Design keypad_entry_buf, sky130hd; sources not shown.
run_1/clock_map.png
Drawn at 3 px/micron.
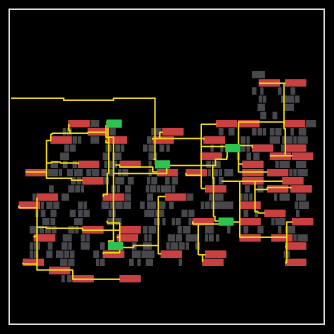
- red: flip-flops (count 56)
- green: cells driving clock nets (count 5)
- yellow: clock wires (length 742 microns)
- routed clock nets: 6
part of the power in the clock network: 35.3%
power drawn by the clock network: 0.447 mW
clock insertion delay at the later pin of the skew report: 0.32 ns

run_1/metal_stack.png
Drawn at 4 px/micron.
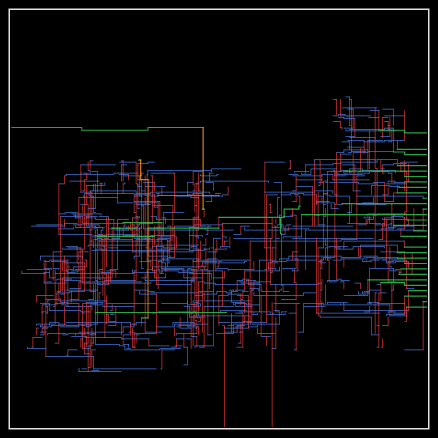
- orange: met4 (wire length 61.7 microns)
- red: met2 (wire length 2300 microns)
- blue: met1 (wire length 2650 microns)
- green: met3 (wire length 414 microns)
sum of routed wire length over all layers: 5.43 mm
GRT Total Usage: 10.3%

run_1/registers.png
Drawn at 4 px/micron. Other sequential cells in the stronger gray, the rest of the logic in the fainter gray.
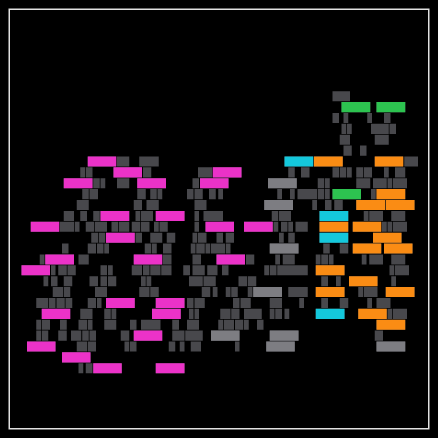
- green: digit_cnt (sequential cells 3)
- cyan: key_val (sequential cells 4; where right middle)
- magenta: u_debounce.cnt (sequential cells 25)
- orange: digits (sequential cells 16; where right middle)
- not colored: 8
power drawn by the sequential cells: 0.777 mW
flop share of the area: 40.8%
final core area utilization: 28.1%

==> impl_metrics.py, run 1 <==
# Physical implementation metrics
metrics = {
    "status": {
        "status": "finished clean",
    },
    "synthesis": {
        "synth-main-ff-cell": "dfxtp_1",
        "ys_sh_adder_pct": 1.49,
        "ys_sh_mux_pct": 5.55,
        "synth.cellmix.xorXnorShare_pct": 3.47,
        "synthCells": 299,
        "synth_cell_types": 43,
        "yosys-dominant-comb-family": "simple AND/OR/NAND/NOR gates",
        "yosys-top-cells-count": "dfxtp_1, nand2_1, a21oi_1",
        "synthTopCellsByArea": "dfxtp_1, nand2_1, mux2i_1",
        "synthesis_warning_total": 0,
        "mappedNetlistNets": 310,
        "enable_flop_cells": 0,
    },
    "route": {
        "drt_pass1_iterations": 4,
        "post-route-drc-count": 0,
        "drtIter0Drc": 94,
        "via_count": 2039,
        "route.detailed.wl_per_inst_microns": 12.7,
        "ant_nets": 0,
    },
    "critical_path": {
        "timing.reg2reg.worst_path_depth": 7,
        "startpoint_type_of_the_worst_setup_path": "flip-flop",
        "timing.critical_path.to_type": "flip-flop",
        "r2r_slack_ns": 0.42,
        "critical_path_arrival_ns": 2.60,
        "critPathMaxFanout": 17,
        "timing.critical_path.slowest_cell_delay_ns": 0.53,
        "crit_cells": 7,
    },
    "timing": {
        "fmax_ghz": 0.403,
        "final_min_period_over_clock_period_pct": 85.5,
        "setup_repair_after_global_routing_missed_its_margin": "false",
        "report.final.hold_viol_count": 0,
        "minimum_clock_period_ns": 2.48,
        "slew-limit-headroom_pct": 50.1,
    },
    "die": {
        "fp.coreArea_sq_um": 9770,
        "io-pin-count": 32,
        "floorplan.initialDensity_pct": 25.8,
        "rows": 36,
        "dieHeight_microns": 105,
    },
    "global_routing": {
        "grt_util_met3_pct": 3.32,
        "number_of_antenna_violations_at_the_first_check_in_global_routing": 0,
        "grt.busiest_layer": "met2",
        "grt_first_pass_wirelength_mm": 9.08,
    },
    "finish": {
        "multi_input_comb_area_sq_um": 1310,
        "area_delta_synth_final_pct": 8.87,
        "antenna_cells_inserted": 0,
        "final_area_sq_um": 2750,
        "largest_register_ffs": 25,
    },
    "min_path": {
        "min_path_type": "in2reg",
        "worst_hold_path.num_cells": 2,
    },
    "clocking": {
        "tritoncts_clock_tree": "done",
        "cts_max_path_buffers": 2,
        "cts.hold.buffers_added": 1,
        "cts_repair_resize_count": 0,
        "clkTransAtPathRegs_ns": 0.11,
        "htree_levels": 2,
        "cts_buffers": 5,
    },
    "job": {
        "drv_cap": 0,
    },
    "pwr": {
        "cellLeakagePower_nw": 0.882,
        "power.internal_mw": 0.958,
        "p_sw_share_pct": 24.2,
        "power.net_switching_mw": 0.306,
        "p_per_area_nw_per_um2": 460,
        "p_comb_share_pct": 3.3,
        "max-vdd-ir-drop_uv": 187,
    },
    "placed_design": {
        "global_placer_s_final_weighted_congestion": 0.769,
        "hpwlAfterDp_mm": 3.77,
    },
}
[run 1: per-layer routing]
layer	vias up	wire length [microns]
met5	-	0
met4	0	61
met3	5	413
met2	54	2300
met1	938	2650
li1	1042	-
[run 1: final cells by class]
| cell class | instances | area share, % |
|---|---|---|
| multi-input cells | 219 | 47.5 |
| well taps | 133 | 6.05 |
| flip-flops and latches | 56 | 40.8 |
| clock buffers | 5 | 2.50 |
| inverters | 7 | 0.955 |
| repair buffers | 5 | 1.46 |
| clock inverters | 3 | 0.773 |
[run 1: worst reg2reg max path: stages, from the launching register on]
cell and delay, ns:
dfxtp_1 0.40, ha_1 0.25, and4_1 0.33, nand3_1 0.09
nor2_1 0.29, or3_1 0.53, o21ai_0 0.19, a21o_1 0.20
[run 1: power groups by stage]
stage | clock (mW) | combinational (mW) | sequential, mW
2_1_floorplan | 0 | 0.0342 | 0.793
3_3_place_gp | 0 | 0.0360 | 0.794
3_5_place_dp | 0 | 0.0368 | 0.794
4_1_cts | 0.465 | 0.0422 | 0.777
5_1_grt | 0.492 | 0.0467 | 0.778
6_report | 0.447 | 0.0412 | 0.777
[run 1: through the flow]
step | worst slack (ns) | power (mW) | hold WS [ns] | util (%) | std cells
finish | 0.419 | 1.26 | 0.133 | 28.1 | 428
global route | 0.169 | 1.32 | 0.122 | 28.1 | 428
CTS | 0.412 | 1.28 | 0.122 | 28.1 | 428
detailed placement | 0.404 | 0.831 | 0.377 | 27.1 | 419
global placement | 0.442 | 0.830 | 0.363 | 27.1 | 419
floorplan | 0.828 | 0.828 | 0.359 | - | 299
[run 1: layout by cell type (no fill, tap or decap), drive strengths merged, types with 2 or more instances in the layout]
cell / count
dfxtp: 56
nand2: 40
a21oi: 25
nor2: 23
nand3: 15
mux2i: 14
o21ai: 13
a31oi: 9
xor2: 8
inv: 8
nor3: 8
or3: 7
nand4: 6
nor4: 6
nand2b: 5
nor2b: 5
and3: 5
clkbuf: 5
and4: 4
buf: 4
a21o: 3
o21a: 3
ha: 3
a22oi: 2
and2: 2
xnor2: 2
[run 1: logic make-up (layout without fill, tap and decap cells)]
kind of cell    Yosys count  after routing
buf+inv                  24             20
fa+ha+maj                 3              3
mux                      14             14
xor+xnor                 10             10
flops                    56             56
simple gates            132            132
compound gates           60             60
run_1/zoom.png
Window x 68 to 88, y 16 to 36 microns. Cells in gray, sequential cells in the stronger gray; small squares are vias.
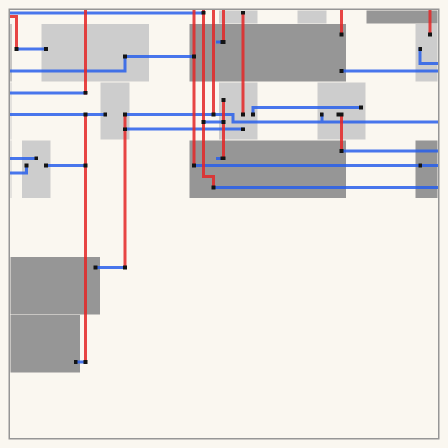

==> run 2: changes to the inputs <==
- ABC_CLOCK_PERIOD_IN_PS: 2900 -> 2800
- clock period: 2.9 -> 2.8 ns (I/O delays scaled with it)
run_2/zoom.png
Window x 68 to 88, y 16 to 36 microns. Cells in gray, sequential cells in the stronger gray; small squares are vias.
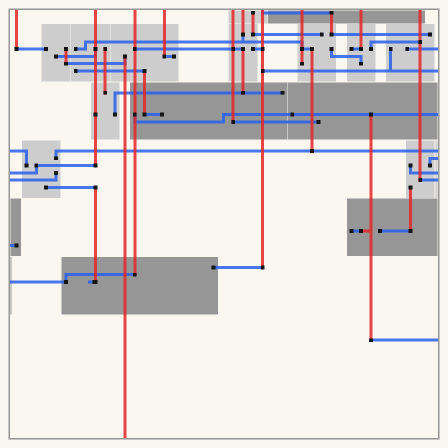
- blue: met1
- red: met2
- most frequent: nand2_1 (4), dfxtp_1 (4), a21oi_1 (2)
- cells with their middle in the window: 14
- sequential cells in the window: 4

run_2/registers.png
Drawn at 4 px/micron. Other sequential cells in the stronger gray, the rest of the logic in the fainter gray.
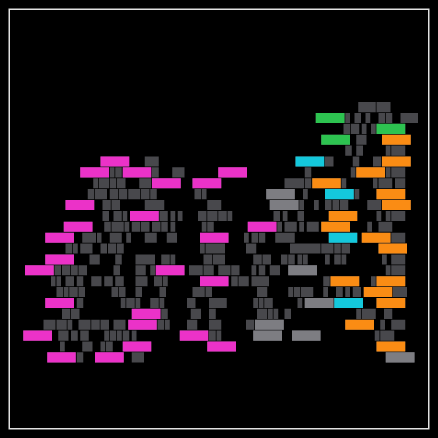
- green: digit_cnt (sequential cells 3)
- orange: digits (sequential cells 16; where right middle)
- magenta: u_debounce.cnt (sequential cells 25)
- cyan: key_val (sequential cells 4; where right middle)
flop share of the area: 40.5%
power drawn by the sequential cells: 0.804 mW
register cell area after layout: 1120 sq um
final core area utilization: 28.3%

run_2/final_congestion.png
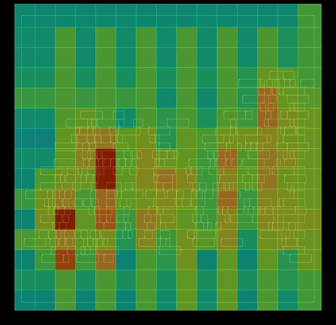
GRT Total Usage: 9.71%
DR WL/cell: 12.2 microns

==> run 2 against run 1 <==
  * Sequential share of layout area is 0.24 points lower
  * Clock power hardly changed
  * Routed wire length is 3.0% lower
  * Die size stayed put
  * Cell area is 0.59% higher
  * Register-to-register slack hardly changed
  * Power is 2.1% higher
  * First-iteration DRC count is 36% higher
  * Critical endpoint unchanged
  * Largest cell class unchanged
  * Largest power group unchanged
==> impl_metrics.py, run 2 <==
# Physical implementation metrics
metrics = {
    "timing": {
        "slew-limit-headroom_pct": 49.3,
        "final_min_period_over_clock_period_pct": 85.4,
        "final_sum_of_negative_setup_slack_ns": 0,
        "setup_repair_after_global_routing_missed_its_margin": "false",
        "worst_pin_slew_ns": 0.758,
        "minimum_clock_period_ns": 2.39,
        "report.final.hold_viol_count": 0,
        "fmax_ghz": 0.418,
        "report.final.slew_viol_count": 0,
        "timing.final.setup_violations": 0,
    },
    "route": {
        "routed_via_density": 4.81,
        "drt_pass1_iterations": 4,
        "via_count": 2067,
        "ant_nets": 0,
        "post-route-drc-count": 0,
        "routed_wirelength_mm": 5.26,
        "drtIter0Drc": 128,
    },
    "critical_path": {
        "timing.reg2reg.worst_path_depth": 7,
        "timing.critical_path.slowest_cell_delay_ns": 0.53,
        "critical_path_arrival_ns": 2.50,
        "critPathMaxFanout": 17,
        "r2r_slack_ns": 0.41,
        "crit_chain": "ha_1 -> and4_1 -> nand3_1 -> nor2_1 -> or3_1 -> o21ai_0 -> a21o_1",
        "timing.critical_path.to_type": "flip-flop",
        "startpoint_type_of_the_worst_setup_path": "flip-flop",
        "timing.critical_path.required_ns": 2.91,
        "crit_path_top_delay_cell": "or3_1",
        "setup.worst_path.class": "reg2reg",
    },
    "die": {
        "die_area_sq_um": 10900,
        "dieHeight_microns": 105,
        "floorplan.initialDensity_pct": 25.8,
        "fp.coreArea_sq_um": 9770,
        "io-pin-count": 32,
        "rows": 36,
        "die.size.x_microns": 105,
    },
    "pwr": {
        "cellLeakagePower_nw": 0.896,
        "power.internal_mw": 0.995,
        "power.share.sequential_pct": 62.3,
        "max-vdd-ir-drop_uv": 194,
        "p_comb_share_pct": 3.4,
        "share_clk_of_total_power_pct": 34.4,
        "power.net_switching_mw": 0.297,
        "p_sw_share_pct": 23.0,
        "p_per_area_nw_per_um2": 467,
    },
    "finish": {
        "area_delta_synth_final_pct": 9.51,
        "antenna_cells_inserted": 0,
        "mostFrequentLayoutCell": "dfxtp_1",
        "num-nets-final": 307,
        "layout-drive-gt1-share_pct": 7.07,
        "largest_register_ffs": 25,
        "layout_top_cells_excl_fill_tap": "dfxtp_1, nand2_1, a21oi_1",
    },
    "clocking": {
        "tritoncts_num_sinks": 56,
        "post-cts-setup-buffers": 0,
        "cts_repair_resize_count": 0,
        "tritoncts_clock_tree": "done",
        "cts.hold.buffers_added": 1,
        "clock_insertion_delay_worst_skew_ns": 0.30,
        "htree_levels": 2,
        "cts_buffers": 5,
        "cts_max_path_buffers": 2,
        "clkTransAtPathRegs_ns": 0.10,
        "cts-root-buf": "clkbuf_8",
    },
    "synthesis": {
        "synth_cell_types": 43,
        "synth-main-ff-cell": "dfxtp_1",
        "synthMostInstantiatedCell": "dfxtp_1",
        "synthesis_warning_total": 0,
        "synthCells": 299,
        "cells_yosys": 299,
        "ys_async_sr_fraction_pct": 0,
        "post_synthesis_cell_type_with_the_largest_combined_area": "dfxtp_1",
        "post_synth_regs": 56,
        "yosys-top-cells-count": "dfxtp_1, nand2_1, a21oi_1",
        "post_synth_instance_area_sq_um": 2530,
        "ys_chip_area_sq_um": 2530,
        "post-synth-top-area-fraction_pct": 44.4,
        "mappedNetlistNets": 310,
        "syn_area_per_cell_sq_um": 8.45,
        "synthTopCellsByArea": "dfxtp_1, nand2_1, mux2i_1",
        "postSynthSeqShare_pct": 44.4,
        "enable_flop_cells": 0,
    },
    "global_routing": {
        "grt.overflow.total": 0,
        "grt_first_pass_wirelength_mm": 8.89,
        "number_of_antenna_violations_at_the_first_check_in_global_routing": 0,
        "grt_start_max_net_pins": 21,
        "grt_pass1_vias": 1906,
    },
    "min_path": {
        "min_path_type": "in2reg",
        "worst_hold_path.num_cells": 2,
    },
    "job": {
        "drv_cap": 0,
        "warning_count": 27,
    },
    "placed_design": {
        "io_buffer_count": 0,
        "global_placer_s_final_weighted_congestion": 0.787,
        "hpwlAfterDp_mm": 3.77,
    },
    "status": {
        "status": "finished clean",
    },
}
==> run 2: stage by stage <==
stage	power (mW)	hold WS, ns	cells	setup slack (ns)	area (sq um)
6_report	1.29	0.139	430	0.409	2770
5_1_grt	1.35	0.131	430	0.198	2770
4_1_cts	1.32	0.126	430	0.373	2770
3_5_place_dp	0.862	0.373	421	0.406	2670
3_3_place_gp	0.861	0.363	421	0.423	2670
2_1_floorplan	0.857	0.359	299	0.728	2530
==> run 2: cell type report <==
cell class,count,area [sq um]
multi-input combinational,219,1310
clock inverter,3,22.5
fill,1049,7010
inverter,7,26.3
tap,133,166
sequential,56,1120
timing repair buffer,7,55.1
clock buffer,5,68.8
==> run 2: logic make-up after synthesis <==
family / share of synthesized area [%]
muxes: 5.55
AOI/OAI and AO/OA: 13.8
and+or+nand+nor: 26.9
adders and majority gates: 1.49
DFF: 44.4
buffers and inverters: 4.36
xor gates and xnor gates: 3.47
==> run 2: critical path, delay by kind of cell (launching register included) <==
kind / cells / cell delay [ns]
flops: 1 / 0.41
fa+ha+maj: 1 / 0.23
simple gates: 4 / 1.16
compound gates: 2 / 0.38
==> run 2: power groups by stage <==
stage | Sequential, mW | Clock [mW] | Combinational [mW]
detailed placement | 0.823 | 0 | 0.0390
global route | 0.805 | 0.501 | 0.0488
finish | 0.804 | 0.444 | 0.0436
floorplan | 0.822 | 0 | 0.0354
global placement | 0.822 | 0 | 0.0383
CTS | 0.804 | 0.469 | 0.0445
==> run 2: metal layers <==
metal / GRT usage, % / wire, microns / up-vias
li1: - / - / 1046
met1: 12.1 / 2470 / 963
met2: 15.9 / 2370 / 56
met3: 3.45 / 398 / 2
met4: 2.70 / 23 / 0
met5: 0 / 0 / -
Power and IR drop assume default switching activity.
